File: config.mk
export PLATFORM = sky130hd
export DESIGN_NAME = pwm_ramp_ctrl_flat
export DESIGN_NICKNAME = d
export VERILOG_FILES = /design/src/rtl/ramp_pkg.sv /design/src/rtl/pwm_ramp_ctrl_if.sv /design/src/rtl/ramp_period_step.sv /design/src/rtl/pwm_ramp_ctrl.sv /design/src/flat_wrapper.sv
export SDC_FILE = /design/constraint.sdc
export NUM_CORES = 1
export LEC_CHECK = 0
export ABC_CLOCK_PERIOD_IN_PS = 14150
export CORE_UTILIZATION = 64
export DETAILED_ROUTE_END_ITERATION = 8
export PLACE_DENSITY = 0.95
export SLEW_MARGIN = 10
export SYNTH_ARGS = -nofsm -noshare
export SYNTH_HDL_FRONTEND = slang
export SYNTH_SLANG_ARGS = --single-unit
export TNS_END_PERCENT = 20
File: constraint.sdc
create_clock -name Clk100m -period 14.15 [get_ports Clk100m]
set_input_delay 2.83 -clock Clk100m [delete_from_list [all_inputs] [get_ports Clk100m]]
set_output_delay 2.83 -clock Clk100m [all_outputs]
set_load 0.02 [all_outputs]
File: src/rtl/ramp_pkg.sv
// rtl/ramp_pkg.sv - shared widths and phase encodings for the trapezoidal PWM ramp stage
package ramp_pkg;

    localparam int DEF_PW  = 32;
    localparam int PHASE_W = 3;

    typedef logic [PHASE_W-1:0] phase_t;

    localparam phase_t IDLE   = 3'd0;
    localparam phase_t ACCEL  = 3'd1;
    localparam phase_t CRUISE = 3'd2;
    localparam phase_t DECEL  = 3'd3;
    localparam phase_t DONE   = 3'd4;

endpackage

File: src/rtl/pwm_ramp_ctrl_if.sv
// rtl/pwm_ramp_ctrl_if.sv - command/status bundle between the register bank (master) and the ramp stage (slave)
interface pwm_ramp_ctrl_if
    import ramp_pkg::*;
#(
    parameter int PW = DEF_PW
);
    logic               start;
    logic               stop;
    logic [PW-1:0]      pnum;
    logic [PW-1:0]      start_period;
    logic [PW-1:0]      target_period;
    logic [PW-1:0]      accel_step;
    logic               busy;
    logic               done;
    logic               fault;
    logic [PHASE_W-1:0] phase;
    logic [PW-1:0]      pulse_cnt;

    modport master (
        output start, stop, pnum, start_period, target_period, accel_step,
        input  busy, done, fault, phase, pulse_cnt
    );

    modport slave (
        input  start, stop, pnum, start_period, target_period, accel_step,
        output busy, done, fault, phase, pulse_cnt
    );
endinterface

File: src/rtl/ramp_period_step.sv
// rtl/ramp_period_step.sv - one clamped period step: min(cur+step, bound) when up, max(cur-step, bound) when down
module ramp_period_step
    import ramp_pkg::*;
#(
    parameter int PW = DEF_PW
) (
    input  logic          up,
    input  logic [PW-1:0] cur,
    input  logic [PW-1:0] step,
    input  logic [PW-1:0] bound,
    output logic [PW-1:0] nxt
);
    logic [PW:0] sum;
    logic [PW:0] diff;

    // One extra bit catches carry on the way up and borrow on the way down.
    always_comb begin
        sum  = {1'b0, cur} + {1'b0, step};
        diff = {1'b0, cur} - {1'b0, step};
        nxt  = bound;
        if (up) begin
            if (sum < {1'b0, bound}) nxt = sum[PW-1:0];
        end else begin
            if (!diff[PW] && (diff[PW-1:0] > bound)) nxt = diff[PW-1:0];
        end
    end
endmodule

File: src/rtl/pwm_ramp_ctrl.sv
// rtl/pwm_ramp_ctrl.sv - trapezoidal period ramp for one OnePWM channel; RAMP_SOFT_STOP_EN turns stop into a ramp-down
module pwm_ramp_ctrl
    import ramp_pkg::*;
#(
    parameter int PW = DEF_PW
) (
    input  logic             Clk100m,
    input  logic             Rstn,
    pwm_ramp_ctrl_if.slave   cmd,
    input  logic             pwm_fb,
    input  logic             limit,
    output logic [PW-1:0]    freq_out
);
    phase_t        state;
    logic          pwm_fb_q;
    logic [PW-1:0] pnum_q, start_q, target_q, step_q;
    logic [PW-1:0] cur, cnt, acc_cnt;
    logic          fault_q, done_q;

    logic          fb_edge, decel_hit;
    logic [PW-1:0] cnt_inc, acc_inc, acc_after, step_nxt;

    assign fb_edge   = pwm_fb & ~pwm_fb_q;
    assign cnt_inc   = cnt + PW'(1);
    assign acc_inc   = acc_cnt + PW'(1);
    assign acc_after = (state == ACCEL) ? acc_inc : acc_cnt;
    // Only evaluated when cnt_inc < pnum_q, so the subtraction cannot wrap.
    assign decel_hit = (pnum_q - cnt_inc) <= acc_after;

    ramp_period_step #(.PW(PW)) u_step (
        .up    (state == DECEL),
        .cur   (cur),
        .step  (step_q),
        .bound ((state == DECEL) ? start_q : target_q),
        .nxt   (step_nxt)
    );

    always_ff @(posedge Clk100m or negedge Rstn) begin
        if (!Rstn) begin
            state    <= IDLE;
            pwm_fb_q <= 1'b0;
            pnum_q   <= '0;
            start_q  <= '0;
            target_q <= '0;
            step_q   <= '0;
            cur      <= '0;
            cnt      <= '0;
            acc_cnt  <= '0;
            fault_q  <= 1'b0;
            done_q   <= 1'b0;
        end else begin
            pwm_fb_q <= pwm_fb;
            done_q   <= (state == DONE);
            case (state)
                IDLE: begin
                    if (cmd.start) begin
                        pnum_q   <= cmd.pnum;
                        start_q  <= cmd.start_period;
                        target_q <= cmd.target_period;
                        step_q   <= cmd.accel_step;
                        cnt      <= '0;
                        acc_cnt  <= '0;
                        fault_q  <= 1'b0;
                        cur      <= cmd.start_period;
                        if (cmd.pnum == '0) begin
                            state <= DONE;
                        end else if ((cmd.accel_step == '0) ||
                                     (cmd.start_period <= cmd.target_period)) begin
                            cur   <= cmd.target_period;
                            state <= CRUISE;
                        end else begin
                            state <= ACCEL;
                        end
                    end
                end
                ACCEL, CRUISE, DECEL: begin
                    if (!limit) begin
                        state   <= IDLE;
                        fault_q <= 1'b1;
                        cur     <= start_q;
                    end else if (cmd.stop && (state != DECEL)) begin
`ifdef RAMP_SOFT_STOP_EN
                        // Mirror the ramp-up; a move that never ramped has nothing to unwind.
                        pnum_q <= cnt + acc_cnt;
                        state  <= (acc_cnt == '0) ? DONE : DECEL;
`else
                        state <= IDLE;
                        cur   <= start_q;
`endif
                    end else if (fb_edge) begin
                        cnt <= cnt_inc;
                        if (state != CRUISE) cur <= step_nxt;
                        if (state == ACCEL) acc_cnt <= acc_inc;
                        if (cnt_inc == pnum_q)
                            state <= DONE;
                        else if ((state != DECEL) && decel_hit)
                            state <= DECEL;
                        else if ((state == ACCEL) && (step_nxt == target_q))
                            state <= CRUISE;
                    end
                end
                DONE:    state <= IDLE;
                default: state <= IDLE;
            endcase
        end
    end

    assign freq_out      = cur;
    assign cmd.busy      = (state == ACCEL) || (state == CRUISE) || (state == DECEL);
    assign cmd.done      = done_q;
    assign cmd.fault     = fault_q;
    assign cmd.phase     = state;
    assign cmd.pulse_cnt = cnt;
endmodule
File: src/flat_wrapper.sv
// flat-port wrapper written by rule: the top's interface ports become plain ports
module pwm_ramp_ctrl_flat import ramp_pkg::*;
#(
    parameter int PW = DEF_PW
)
  (Clk100m, Rstn, pwm_fb, limit, freq_out, cmd_start, cmd_stop, cmd_pnum, cmd_start_period, cmd_target_period, cmd_accel_step, cmd_busy, cmd_done, cmd_fault, cmd_phase, cmd_pulse_cnt);
  pwm_ramp_ctrl_if #(.PW(PW)) cmd_i ();
  input  logic Clk100m;
  input  logic Rstn;
  input  logic pwm_fb;
  input  logic limit;
  output logic [PW-1:0] freq_out;
  input wire logic [$bits(cmd_i.start)-1:0] cmd_start;
  input wire logic [$bits(cmd_i.stop)-1:0] cmd_stop;
  input wire logic [$bits(cmd_i.pnum)-1:0] cmd_pnum;
  input wire logic [$bits(cmd_i.start_period)-1:0] cmd_start_period;
  input wire logic [$bits(cmd_i.target_period)-1:0] cmd_target_period;
  input wire logic [$bits(cmd_i.accel_step)-1:0] cmd_accel_step;
  output wire logic [$bits(cmd_i.busy)-1:0] cmd_busy;
  output wire logic [$bits(cmd_i.done)-1:0] cmd_done;
  output wire logic [$bits(cmd_i.fault)-1:0] cmd_fault;
  output wire logic [$bits(cmd_i.phase)-1:0] cmd_phase;
  output wire logic [$bits(cmd_i.pulse_cnt)-1:0] cmd_pulse_cnt;
  assign cmd_i.start = cmd_start;
  assign cmd_i.stop = cmd_stop;
  assign cmd_i.pnum = cmd_pnum;
  assign cmd_i.start_period = cmd_start_period;
  assign cmd_i.target_period = cmd_target_period;
  assign cmd_i.accel_step = cmd_accel_step;
  assign cmd_busy = cmd_i.busy;
  assign cmd_done = cmd_i.done;
  assign cmd_fault = cmd_i.fault;
  assign cmd_phase = cmd_i.phase;
  assign cmd_pulse_cnt = cmd_i.pulse_cnt;
  pwm_ramp_ctrl #(.PW(PW)) u_core (.Clk100m(Clk100m), .Rstn(Rstn), .cmd(cmd_i), .pwm_fb(pwm_fb), .limit(limit), .freq_out(freq_out));
endmodule
==> run summary, run 1 <==
Entry: Yosys synthesis followed by OpenROAD place and route.

Cells and area:
- The run gives the total non-filler cell area in the finished layout as 0.0245 sq mm.
- The run puts the layout cell share with drive strength beyond 1 at 4.34%.
- The count of cells in the finished layout, fillers not included, comes to 3,279.
- The run puts the number of nets in the layout at 3,174.
- The run gives the multi-input logic portion of the cell area as 59.5%.

Timing:
- The tightest hold path in the finished design has a slack of 0.487 ns.
- Counting endpoints that fail hold in the final report gives 0.
- The run puts the minimum period implied by the final worst setup slack at 8.07 ns.

Placement:
- The run puts the placed wire-length estimate after detailed placement at 61,000 microns.
- The run gives the total of buffers placed on input and output ports as 203.
- The run puts the placement-stage worst setup slack at 6.40 ns.
- The run gives the area of placed instances as 0.0236 sq mm.

Critical path:
- The run puts the setup slack of the worst register-to-register path at 6.08 ns.
- The run gives the type of the worst setup path as register to register.
- The run puts the arrival time of data at the critical path endpoint at 8.56 ns.
- The kind of cell with the highest combined delay along the critical path is AND-OR/OR-AND gates.
- According to the timing report, the critical path is launched from u_core.cmd.pulse_cnt[0]$_DFFE_PN0P_.
- The run puts the total number of cells along the worst setup path at 30.

Hold path:
- The number of cells on the worst hold path is listed as 2.

Synth:
- The run gives the area of the mapped netlist as 0.0214 sq mm.
- The run puts the post-synthesis cell count at 2,704.
- The run gives the tally of unique sky130hd cells used after synthesis as 93.

Global route:
- After global routing, the most crowded layer is met2.
- The via count of the first global-routing pass was 21,800.
- The run gives the met3 usage as 12.1%.
- met2 track demand over resource after global routing is 76.0%.
- The run puts the overall fraction of global-route tracks in use at 47.1%.

Run status:
- The run finished with clean final reports.

Job:
- The run gives the total of max-cap violations as 0.

Detailed routing:
- The run puts the average vias per placed instance at 6.87.

Die:
- In this run the full chip footprint comes out at 0.0342 sq mm.

CTS:
- The report lists the number of cells resized after CTS as 0.
==> run 1: state kept, by name, indices dropped and copies added (netlist names), 3 cells and up <==
name,count
u_core.start_q,32
u_core.cmd.pulse_cnt,32
u_core.step_q,32
u_core.pnum_q,32
u_core.acc_cnt,32
u_core.freq_out,32
u_core.cmd.phase,3
u_core.target_q,32
==> run 1: cells by family (layout without fill, tap and decap cells) <==
logic type	after synthesis	after routing	synth area share, %
and+or+nand+nor	929	929	20.0
AOI/OAI and AO/OA	788	788	23.6
buffers and inverters	286	415	5.19
DFF	230	230	26.9
adders and majority gates	227	227	13.4
xor gates and xnor gates	157	157	6.69
muxes	87	87	4.17
other	0	4	0
==> run 1: layer usage <==
layer,vias to the layer above,part of all wire [%]
met5,-,0.10
met4,12,6.7
met3,378,11
met2,1464,45
met1,10700,37
li1,9965,-
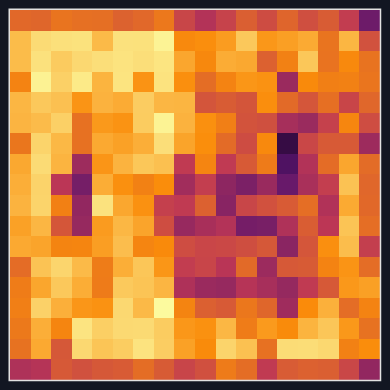
Run 1: cell area per tile
Drawn at 2 px/micron. The die is cut into 18 by 18 equal tiles; black is low, pale yellow is high, 0 to 100% covered.
densest ninth of the die	north-west
tiles over 75% full	45%
fullest tile	99%
mean over tiles	70%
floorplan-stage core utilization: 65.4%
core region area: 0.0327 sq mm
end-of-flow core utilization: 75.0%

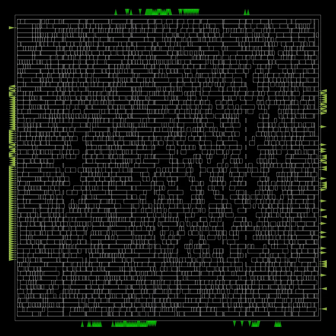
Run 1: placed standard cells
Fillers: 2,378
flop count: 230
well tap count: 442

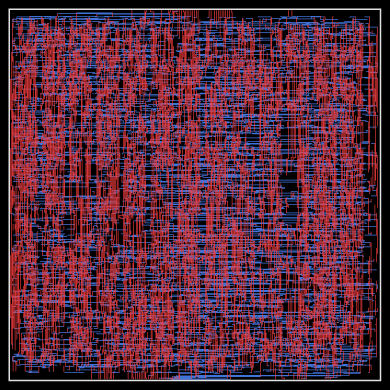
Run 1: metal layers overlaid
Drawn at 2 px/micron. Two of the layers only.
color	layer	wire length
blue	metal 1	30.0 mm
red	metal 2	36.1 mm
vias post-DR: 22,500
average wire per cell in the routed design: 24.6 microns

==> run 1 -> run 2 <==
- ABC_CLOCK_PERIOD_IN_PS: 14150 -> 7810
- CORE_UTILIZATION: 64 -> 60
- PLACE_DENSITY: 0.95 -> 0.9
- clock period: 14.15 -> 7.81 ns (I/O delays scaled with it)
==> run 2 against run 1 <==
Net effect:
- sequential cell count stayed put
- routed wire length about the same
- setup slack worse by 5.7 ns
- register-to-register slack worse by 5.7 ns
- global-route usage is 3.2 points lower
- final cell count rose by 1.1%
- first-iteration DRC count is 9.6% lower
==> run summary, run 2 <==
Entry: Yosys synthesis followed by OpenROAD place and route.

Timing:
- The run puts the minimum period implied by the final worst setup slack at 7.47 ns.
- After routing, the total negative slack on setup checks comes to 0 ns.
- The run gives the number of failing hold endpoints at the final stage as 0.
- The run puts the actual transition at the worst max-transition pin at 1.04 ns.
- Per the final report, max-transition violations number 0.

Synth:
- Yosys mapped the design onto 93 distinct sky130hd cell types.
- The run gives the post-synthesis adder-cell area fraction as 13.4%.
- The run puts the post-synthesis cell count at 2,704.
- Ranked by instance count, the synthesized netlist is headed by sky130_fd_sc_hd__nand2_1 (417), sky130_fd_sc_hd__o21ai_0 (252), sky130_fd_sc_hd__dfrtp_1 (230), sky130_fd_sc_hd__ha_1 (224), sky130_fd_sc_hd__a21oi_1 (163).
- After synthesis, the largest family of logic cells by area is AND-OR/OR-AND gates.
- The run puts the multiplexer share of the synthesized area at 4.17%.
- After Yosys synthesis, AND-OR and OR-AND compound gates account for 23.6% of the synthesized area.
- Looking at area per cell type in the netlist, the leader is sky130_fd_sc_hd__dfrtp_1.
- The run puts the post-synthesis xor/xnor area fraction at 6.69%.
- The synthesized netlist occupies a cell area of 0.0214 sq mm.
- The run gives the basic-gate share of the synthesized area counting and, or, nand and nor cells as 20.0%.
- A synthesized cell averages 7.91 sq um.

Die:
- The run gives the starting density of the core as 61.5%.
- The run puts the chip area at 0.0364 sq mm.

CTS:
- The run puts the source-to-sink clock delay at the later pin of the worst-skew pair at 0.59 ns.
- The number of gates resized after CTS was 1.
- The run gives the count of H-tree levels built during CTS as 1.
- The run gives the number of buffers created by CTS as 27.
- The run gives the clock transition at the registers of the reported paths as 0.06 ns.

Global route:
- The run puts the overall fraction of global-route tracks in use at 43.9%.
- The run gives the via count of the first global-routing pass as 21,400.
- The run gives the global-route met2 utilization as 69.8%.
- The run gives the pin count of the biggest net entering global routing as 153.
- The run gives the met3 usage as 10.5%.
- Global routing put the most usage on met2.

Detailed routing:
- The run gives the highest metal layer with signal wires as met5.
- The run gives the wire length per cell after detailed routing as 24.4 microns.
- The run gives the number of iterations in the first detailed-routing pass as 7.
- The routed design shows a via density per instance of 6.69.
- The detailed router reports a met3 wire length of 8600 microns.
- The routed layout has 22,200 vias.
- Wire segments on met2 add up to 36,200 microns in the final route.
- The run puts the met1 layer wirelength in the final routing at 32,600 microns.

Cells and area:
- The run puts the layout cell share with drive strength beyond 1 at 5.19%.
- By instance count after routing, the leading logic cell types are sky130_fd_sc_hd__nand2_1 (415), sky130_fd_sc_hd__o21ai_0 (251), sky130_fd_sc_hd__dfrtp_1 (229).
- The run puts the area of the multi-input gates at 0.0146 sq mm.
- The fraction of cell area in multi-input combinational cells is reported as 58.8%.
- The biggest slice of the area belongs to logic gates.
- The filler cells instantiated in the layout total 2,654.
- The run gives the number of nets in the layout as 3,193.
- The run puts the number of flip-flops and latches at 230.

Placement:
- The run gives the total of buffers placed on input and output ports as 203.
- The run gives the area of placed instances as 0.0238 sq mm.
- The run puts the placed wire-length estimate after detailed placement at 61,200 microns.
- The run gives the placer congestion estimate as 1.02.

Critical path:
- The run puts the setup slack of the worst register-to-register path at 0.34 ns.
- STA puts the critical path data arrival time at 7.95 ns.
- The run gives the worst-path maximum fanout as 7.
- The run gives the type of the worst setup path as register to register.
- Per STA, the startpoint of the critical path is u_core.cmd.pulse_cnt[0]$_DFFE_PN0P_.

Hold path:
- The most critical min-delay path falls under register to register.
- The run puts the depth of the worst hold-timing path at 2.
- For the worst min-delay path, the startpoint reported by OpenROAD is u_core.pnum_q[30]$_DFFE_PN0P_.

Job:
- The run gives the total of max-cap violations as 0.

Run status:
- The run finished with clean final reports.
## run 2: cell families (layout without fill, tap and decap cells)
kind of cell / after synthesis / in the layout
DFF: 230 / 230
xor gates and xnor gates: 157 / 157
and+or+nand+nor: 929 / 929
other: 0 / 6
buffers and inverters: 286 / 435
AOI/OAI and AO/OA: 788 / 788
muxes: 87 / 87
adders and majority gates: 227 / 227
## run 2: critical path: cells and delay by family (launching register included)
family,cells,cell delay [ns]
flops,1,0.43
xor+xnor,2,0.32
simple gates,10,2.34
fa+ha+maj,3,0.89
compound gates,15,3.38
## run 2: metrics by stage
stage          hold WS, ns  setup slack, ns
2_1_floorplan        0.452            0.786
3_3_place_gp         0.467            0.416
3_5_place_dp         0.481           0.0391
4_1_cts              0.499           0.0357
5_1_grt              0.515           0.0167
6_report             0.493            0.342
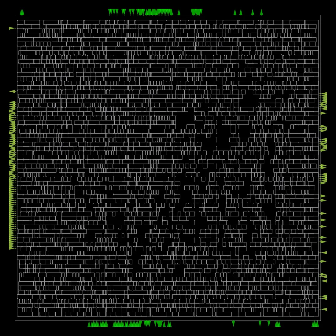
Run 2: placed standard cells
Cell Count, Final, Fillers Out: 3,314
number of placement rows: 68
core region area: 0.0348 sq mm
well tap count: 455
register share of the cell area: 23.1%

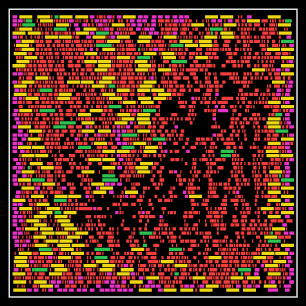
Run 2: cell classes on the final placement
Drawn at 1.5 px/micron.
color	class	cells	share of their area
magenta	other buffers and delay cells	240	9.6%
red	combinational and other logic	2,333	62%
yellow	flops	230	24%
green	clock drivers and dummy loads	50	4.2%
area of all placed cells without fillers: 0.0249 sq mm
end-of-flow core utilization: 71.5%

